--- src/rtl/dpcm_mc_codec_if.sv ---
// Stream bundle for dpcm_mc_codec: input beat (mode/data/channel) and registered output beat.
// Handshake: a beat moves on a side only in a cycle where valid && ready are both high at the rising edge;
// the producer holds valid and payload stable until then, and ready may depend combinationally on the far side.
interface dpcm_mc_codec_if #(
   parameter int WIDTH = 8,
   parameter int CW    = 2
);
   logic             mode;
   logic             in_valid;
   logic             in_ready;
   logic [WIDTH-1:0] in_data;
   logic [CW-1:0]    in_chan;
   logic             out_valid;
   logic             out_ready;
   logic [WIDTH-1:0] out_data;
   logic [CW-1:0]    out_chan;
   logic             out_sat;

   // master: beat source and output sink; slave: the codec itself
   modport master (
      output mode, in_valid, in_data, in_chan, out_ready,
      input  in_ready, out_valid, out_data, out_chan, out_sat
   );
   modport slave (
      input  mode, in_valid, in_data, in_chan, out_ready,
      output in_ready, out_valid, out_data, out_chan, out_sat
   );
endinterface

--- src/rtl/dpcm_mc_codec.sv ---
// Multi-channel closed-loop DPCM encoder/decoder with one registered output stage.
// Each channel keeps a reconstructed-sample predictor shared between encode and decode.
module dpcm_mc_codec #(
   parameter int WIDTH    = 8,
   parameter int CHANNELS = 4,
   parameter int CW       = (CHANNELS > 1) ? $clog2(CHANNELS) : 1,
   parameter int CNT_W    = 16
) (
   input  logic             clk,
   input  logic             rst,
   input  logic             clear,
   output logic [CNT_W-1:0] sat_count,
   dpcm_mc_codec_if.slave   bus
);
   localparam logic signed [WIDTH+1:0] RES_MAX = {3'b000, {(WIDTH-1){1'b1}}};
   localparam logic signed [WIDTH+1:0] RES_MIN = {3'b111, {(WIDTH-1){1'b0}}};
   localparam logic signed [WIDTH+1:0] SMP_MAX = {2'b00, {WIDTH{1'b1}}};

   logic [WIDTH-1:0] pred [CHANNELS];

   logic                    accept;
   logic                    chanOk;
   logic                    useBeat;
   logic [WIDTH-1:0]        predCur;
   logic signed [WIDTH+1:0] encDiff;
   logic signed [WIDTH+1:0] decSum;
   logic [WIDTH-1:0]        beatData;
   logic [WIDTH-1:0]        beatPred;
   logic                    beatSat;

   assign bus.in_ready = !bus.out_valid || bus.out_ready;
   assign accept       = bus.in_valid && bus.in_ready;
   assign chanOk       = {1'b0, bus.in_chan} < (CW+1)'(CHANNELS);
   assign useBeat      = accept && chanOk;

   always_comb begin
      predCur  = '0;
      encDiff  = '0;
      decSum   = '0;
      beatData = '0;
      beatPred = '0;
      beatSat  = 1'b0;
      // A concurrent clear makes this beat see a zero predictor
      if (chanOk && !clear) predCur = pred[bus.in_chan];
      if (!bus.mode) begin
         encDiff = $signed({2'b00, bus.in_data}) - $signed({2'b00, predCur});
         if (encDiff > RES_MAX) begin
            beatData = RES_MAX[WIDTH-1:0];
            beatSat  = 1'b1;
         end else if (encDiff < RES_MIN) begin
            beatData = RES_MIN[WIDTH-1:0];
            beatSat  = 1'b1;
         end else begin
            beatData = encDiff[WIDTH-1:0];
         end
         // Reconstruction always fits WIDTH bits, so modular add is exact
         beatPred = predCur + beatData;
      end else begin
         decSum = $signed({2'b00, predCur}) + $signed({{2{bus.in_data[WIDTH-1]}}, bus.in_data});
         if (decSum < 0) begin
            beatData = '0;
            beatSat  = 1'b1;
         end else if (decSum > SMP_MAX) begin
            beatData = SMP_MAX[WIDTH-1:0];
            beatSat  = 1'b1;
         end else begin
            beatData = decSum[WIDTH-1:0];
         end
         beatPred = beatData;
      end
   end

   always_ff @(posedge clk or negedge rst) begin
      if (!rst) begin
         for (int c = 0; c < CHANNELS; c++) pred[c] <= '0;
         sat_count <= '0;
      end else begin
         if (clear) begin
            for (int c = 0; c < CHANNELS; c++) pred[c] <= '0;
         end
         if (useBeat) pred[bus.in_chan] <= beatPred;
         if (clear) begin
            sat_count <= (useBeat && beatSat) ? CNT_W'(1) : '0;
         end else if (useBeat && beatSat && (sat_count != '1)) begin
            sat_count <= sat_count + 1'b1;
         end
      end
   end

   always_ff @(posedge clk or negedge rst) begin
      if (!rst) begin
         bus.out_valid <= 1'b0;
         bus.out_data  <= '0;
         bus.out_chan  <= '0;
         bus.out_sat   <= 1'b0;
      end else if (accept) begin
         // Out-of-range channels are swallowed: the register empties instead of reloading
         bus.out_valid <= chanOk;
         if (chanOk) begin
            bus.out_data <= beatData;
            bus.out_chan <= bus.in_chan;
            bus.out_sat  <= beatSat;
         end
      end else if (bus.out_ready) begin
         bus.out_valid <= 1'b0;
      end
   end
endmodule

--- src/flat_wrapper.sv ---
// flat-port wrapper written by rule: the top's interface ports become plain ports
module dpcm_mc_codec_flat 
#(
   parameter int WIDTH    = 8,
   parameter int CHANNELS = 4,
   parameter int CW       = (CHANNELS > 1) ? $clog2(CHANNELS) : 1,
   parameter int CNT_W    = 16
)
  (clk, rst, clear, sat_count, bus_mode, bus_in_valid, bus_in_data, bus_in_chan, bus_out_ready, bus_in_ready, bus_out_valid, bus_out_data, bus_out_chan, bus_out_sat);
  dpcm_mc_codec_if #(.WIDTH(WIDTH), .CW(CW)) bus_i ();
  input  logic clk;
  input  logic rst;
  input  logic clear;
  output logic [CNT_W-1:0] sat_count;
  input wire logic [$bits(bus_i.mode)-1:0] bus_mode;
  input wire logic [$bits(bus_i.in_valid)-1:0] bus_in_valid;
  input wire logic [$bits(bus_i.in_data)-1:0] bus_in_data;
  input wire logic [$bits(bus_i.in_chan)-1:0] bus_in_chan;
  input wire logic [$bits(bus_i.out_ready)-1:0] bus_out_ready;
  output wire logic [$bits(bus_i.in_ready)-1:0] bus_in_ready;
  output wire logic [$bits(bus_i.out_valid)-1:0] bus_out_valid;
  output wire logic [$bits(bus_i.out_data)-1:0] bus_out_data;
  output wire logic [$bits(bus_i.out_chan)-1:0] bus_out_chan;
  output wire logic [$bits(bus_i.out_sat)-1:0] bus_out_sat;
  assign bus_i.mode = bus_mode;
  assign bus_i.in_valid = bus_in_valid;
  assign bus_i.in_data = bus_in_data;
  assign bus_i.in_chan = bus_in_chan;
  assign bus_i.out_ready = bus_out_ready;
  assign bus_in_ready = bus_i.in_ready;
  assign bus_out_valid = bus_i.out_valid;
  assign bus_out_data = bus_i.out_data;
  assign bus_out_chan = bus_i.out_chan;
  assign bus_out_sat = bus_i.out_sat;
  dpcm_mc_codec #(.WIDTH(WIDTH), .CHANNELS(CHANNELS), .CW(CW), .CNT_W(CNT_W)) u_core (.clk(clk), .rst(rst), .clear(clear), .sat_count(sat_count), .bus(bus_i));
endmodule
--- config.mk ---
export PLATFORM = sky130hd
export DESIGN_NAME = dpcm_mc_codec_flat
export DESIGN_NICKNAME = d
export VERILOG_FILES = /design/src/rtl/dpcm_mc_codec_if.sv /design/src/rtl/dpcm_mc_codec.sv /design/src/flat_wrapper.sv
export SDC_FILE = /design/constraint.sdc
export NUM_CORES = 1
export LEC_CHECK = 0
export CAP_MARGIN = 20
export CORE_MARGIN = 2
export CORE_UTILIZATION = 60
export DETAILED_ROUTE_END_ITERATION = 8
export GPL_TIMING_DRIVEN = 0
export PLACE_DENSITY = 0.83
export SLEW_MARGIN = 20
export SYNTH_ARGS = -nofsm -noshare
export SYNTH_HDL_FRONTEND = slang
export SYNTH_SLANG_ARGS = --single-unit
--- constraint.sdc ---
create_clock -name clk -period 9.6 [get_ports clk]
set_input_delay 2.4 -clock clk [delete_from_list [all_inputs] [get_ports clk]]
set_output_delay 2.4 -clock clk [all_outputs]
set_load 0.03 [all_outputs]
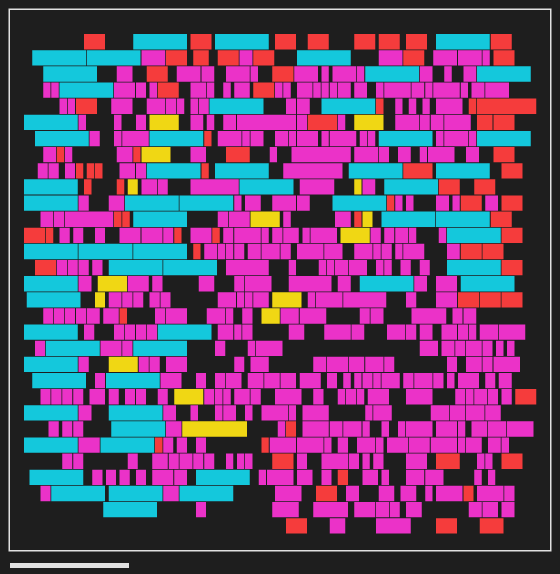
run_1/placement_by_type.png
Bar = 20 um.
- combinational and other logic: magenta (cells 418; share of their area 56%)
- flops: cyan (cells 60; share of their area 29%)
- other buffers and delay cells: red (cells 74; share of their area 12%)
- clock drivers and dummy loads: yellow (cells 15; share of their area 3.5%)
Layout Utilization: 72.62%
row count: 31
Seq/total area: 28.36%

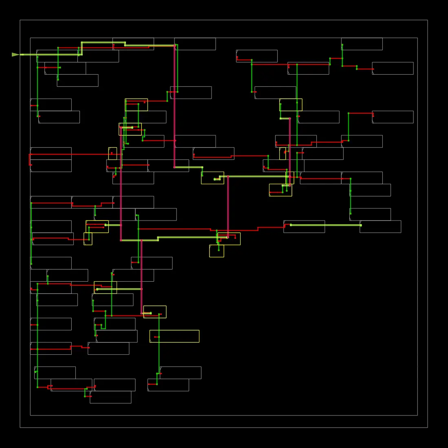
run_1/clocks.png
clk sinks: 60
P_clk: 0.221 mW
Worst-Skew Late Latency: 0.35 ns
TritonCTS buffer count: 9
Seq cells: 60

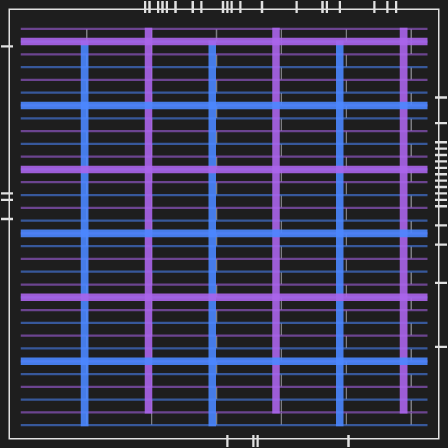
run_1/power_grid.png
Pins as bars on the die edge. Tap cells in gray.
- VDD: purple
- VSS: blue
- met1 rails: 32
- tap cells: 99
- signal pins: 45
- met4 straps: 6
- rows: 31

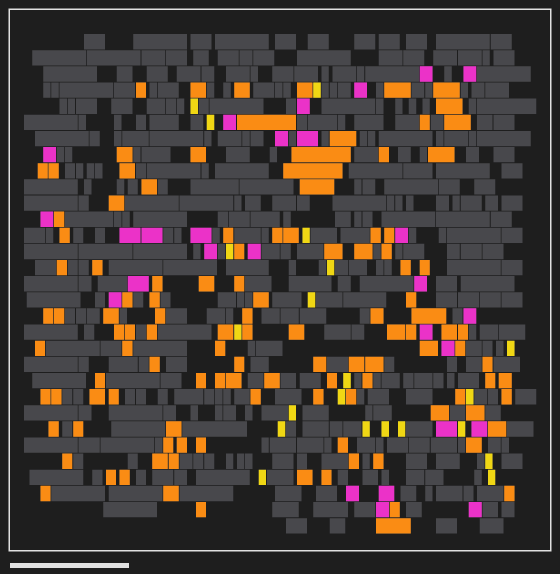
run_1/logic_types.png
Bar = 20 um.
- AND and OR gates: magenta (cells 27; most used and2_1; where spread over the die)
- inverters: yellow (cells 21; most used inv_1)
- inverting AOI/OAI gates: orange (cells 117; most used o21ai_0)
most numerous logic cell after layout: dfrtp_1
logic share of the area: 52.84%
post-route insts no fill: 666

[run 1: worst max-delay path by stage]
stage,end,slack (ns),cells after the start
floorplan,u_core.pred[15]$_DFF_PN0_,2.69,19
global placement,u_core.pred[22]$_DFF_PN0_,1.33,22
detailed placement,u_core.pred[30]$_DFF_PN0_,1.21,22
CTS,u_core.pred[6]$_DFF_PN0_,1.54,22
global route,u_core.pred[6]$_DFF_PN0_,1.08,22
finish,u_core.pred[22]$_DFF_PN0_,1.49,22
[run 1: kinds of logic after synthesis]
kind of cell	share of synthesized area [%]
and+or+nand+nor	20.57
AOI/OAI and AO/OA	22.91
DFF	33.04
buffers and inverters	5.396
adders and majority gates	9.637
muxes	5.754
xor gates and xnor gates	2.698
==> impl_metrics.yaml, run 1 <==
# flow metrics
run_status:
  status: "finished clean"
power_and_ir_drop:
  power.internal_mw: 0.4877
  peakVddDrop_mv: 0.1092
  power_mw: 0.7564
  pwr_density_cell_nw_per_um2: 142.8
  combPwrFrac_pct: 33.2
  p_leak_nw: 2.264
  powerComb_mw: 0.251
  seq-power_mw: 0.285
sta:
  grt_setup_unrepaired: "no"
  slew_viol_final: 0
  timing.final.crit_share_pct: 84.52
worst_setup_path:
  r2r-start: "u_core.pred[29]$_DFF_PN0_"
  cp_data_arrival_time_ns: 8.32
  crit_fanout: 10
  rr_worst_depth: 20
  crit_path_max_incr_delay_ns: 0.62
cts:
  cts_hold_buf: 0
  cts_tree: "done"
finish:
  logic_gates: 397
  largest_registers: "u_core.pred: 32 flops, u_core.sat_count: 16 flops, u_core.bus.out_data: 8 flops"
  final_area_um2: 5295
  clkbuf_count: 10
  fill_cells: 566
  clkCellAreaFrac_pct: 3.426
global_routing:
  antenna_found_initial: 0
  met3_usage_pct: 4.232
  globalRouteMet2Util_pct: 48.64
  grt_overflow_total: 0
drt:
  wl_um: 12350
  route.met3.wl_um: 721
  drtAntennaViolNets: 0
  drt-initial-drc-count: 259
  vias: 4168
placement:
  place_area_um2: 5114
  place_ws_ns: 1.210
synth:
  ys_warn_count: 0
run_1/clk_routes.png
Bar = 20 um.
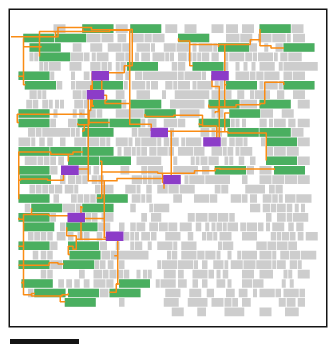

--- run 2 (diff from run 1) ---
Settings changed: CORE_UTILIZATION 60 to 53, PLACE_DENSITY 0.83 to 0.78.
Clock period 9.6 ns to 6.6 ns, I/O delays scaled along.
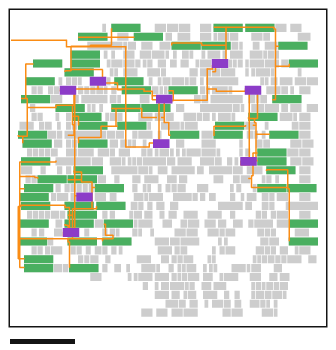
run_2/clk_routes.png
Bar = 20 um.
- clock wires: orange (length 819 um)
- flip-flops: green (count 60)
- clock drivers: purple (count 9)
- routed clock nets: 10
P_clk: 0.414 mW
clock share of power: 34.7%
Layout Skew: 0.01475 ns
Worst-Skew Late Latency: 0.36 ns

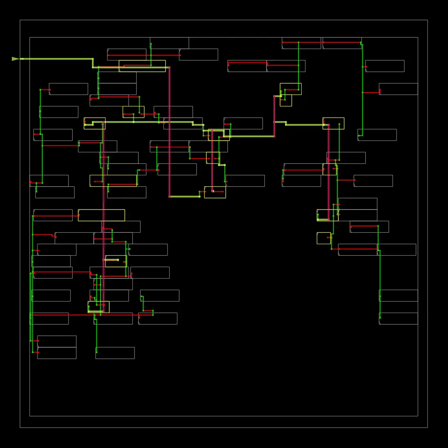
run_2/clocks.png
clock buffer count: 9

==> run 2 against run 1 <==
Utilization down 7.3 points. Critical path type unchanged. Routed wire length shrank 2.1%. Highest routed layer unchanged. Combinational power grew 46%. Flip-flop count unchanged. Die area up 13%. First-iteration DRC count fell by 12%. Sequential share of layout area fell by 0.54 points.
==> impl_metrics.yaml, run 2 <==
# flow metrics
cts:
  cts_tree: "done"
  cts_buffers: 9
  clkSinkCount: 60
  cts_hold_buf: 0
sta:
  layout_setup_ws_ns: 0.3314
  slew_viol_final: 0
  timing.final.crit_share_pct: 94.98
  grt_setup_unrepaired: "no"
power_and_ir_drop:
  peakVddDrop_mv: 0.1654
  p_leak_nw: 2.310
  power.internal_mw: 0.7939
  pwr_density_cell_nw_per_um2: 221.1
  power_mw: 1.193
  seq-power_mw: 0.413
drt:
  wl_um: 12100
  drt-initial-drc-count: 228
  vias_per_cell: 6.131
  drtAntennaViolNets: 0
  route.met3.wl_um: 835
finish:
  lay_top_count: "dfrtp_1"
  clkCellAreaFrac_pct: 4.590
  final_cells: 672
  fin_util_pct: 65.36
  logic_gates: 397
  final_area_um2: 5398
  fill_cells: 690
  largest_registers: "u_core.pred: 32 flops, u_core.sat_count: 16 flops, u_core.bus.out_data: 8 flops"
  seq_cells: 60
worst_setup_path:
  r2r-start: "u_core.pred[23]$_DFF_PN0_"
  rr_worst_depth: 17
  path_depth: 20
  cp_data_arrival_time_ns: 6.53
  crit_fanout: 10
  crit_path_max_incr_delay_ns: 0.66
global_routing:
  globalRouteMet2Util_pct: 44.33
  antenna_found_initial: 0
  grt_overflow_total: 0
  met3_usage_pct: 5.198
placement:
  place_ws_ns: -1.083
  place_area_um2: 5121
  gp_congestion: 0.8902
floorplanning:
  std_cell_rows: 33
run:
  tool_warnings: 36
synth:
  ys_warn_count: 0
run_status:
  status: "finished clean"
==> run 2: cell types whose count changed in the layout (fill, tap and decap cells not counted), sizes merged <==
cell,before,now
clkinv,5,3
bufinv,1,3
clkinvlp,0,1
dlymetal6s2s,0,1
clkdlybuf4s50,41,40
inv,20,21
clkbuf,30,28
==> run 2: kinds of logic (layout without fill, tap and decap cells) <==
logic type	after synthesis	in the layout	share of synthesized area, %
AOI/OAI and AO/OA	142	142	22.91
DFF	60	60	33.04
adders and majority gates	34	34	9.637
xor gates and xnor gates	14	14	2.698
buffers and inverters	52	110	5.396
and+or+nand+nor	185	185	20.57
muxes	22	22	5.754
==> run 2: what timing repair did <==
| action | CTS | global route |
|---|---|---|
| setup buffers | 0 | 0 |
| gates resized | 7 | 3 |
| setup endpoints to repair | 22 | 8 |
Power and IR drop assume default switching activity.
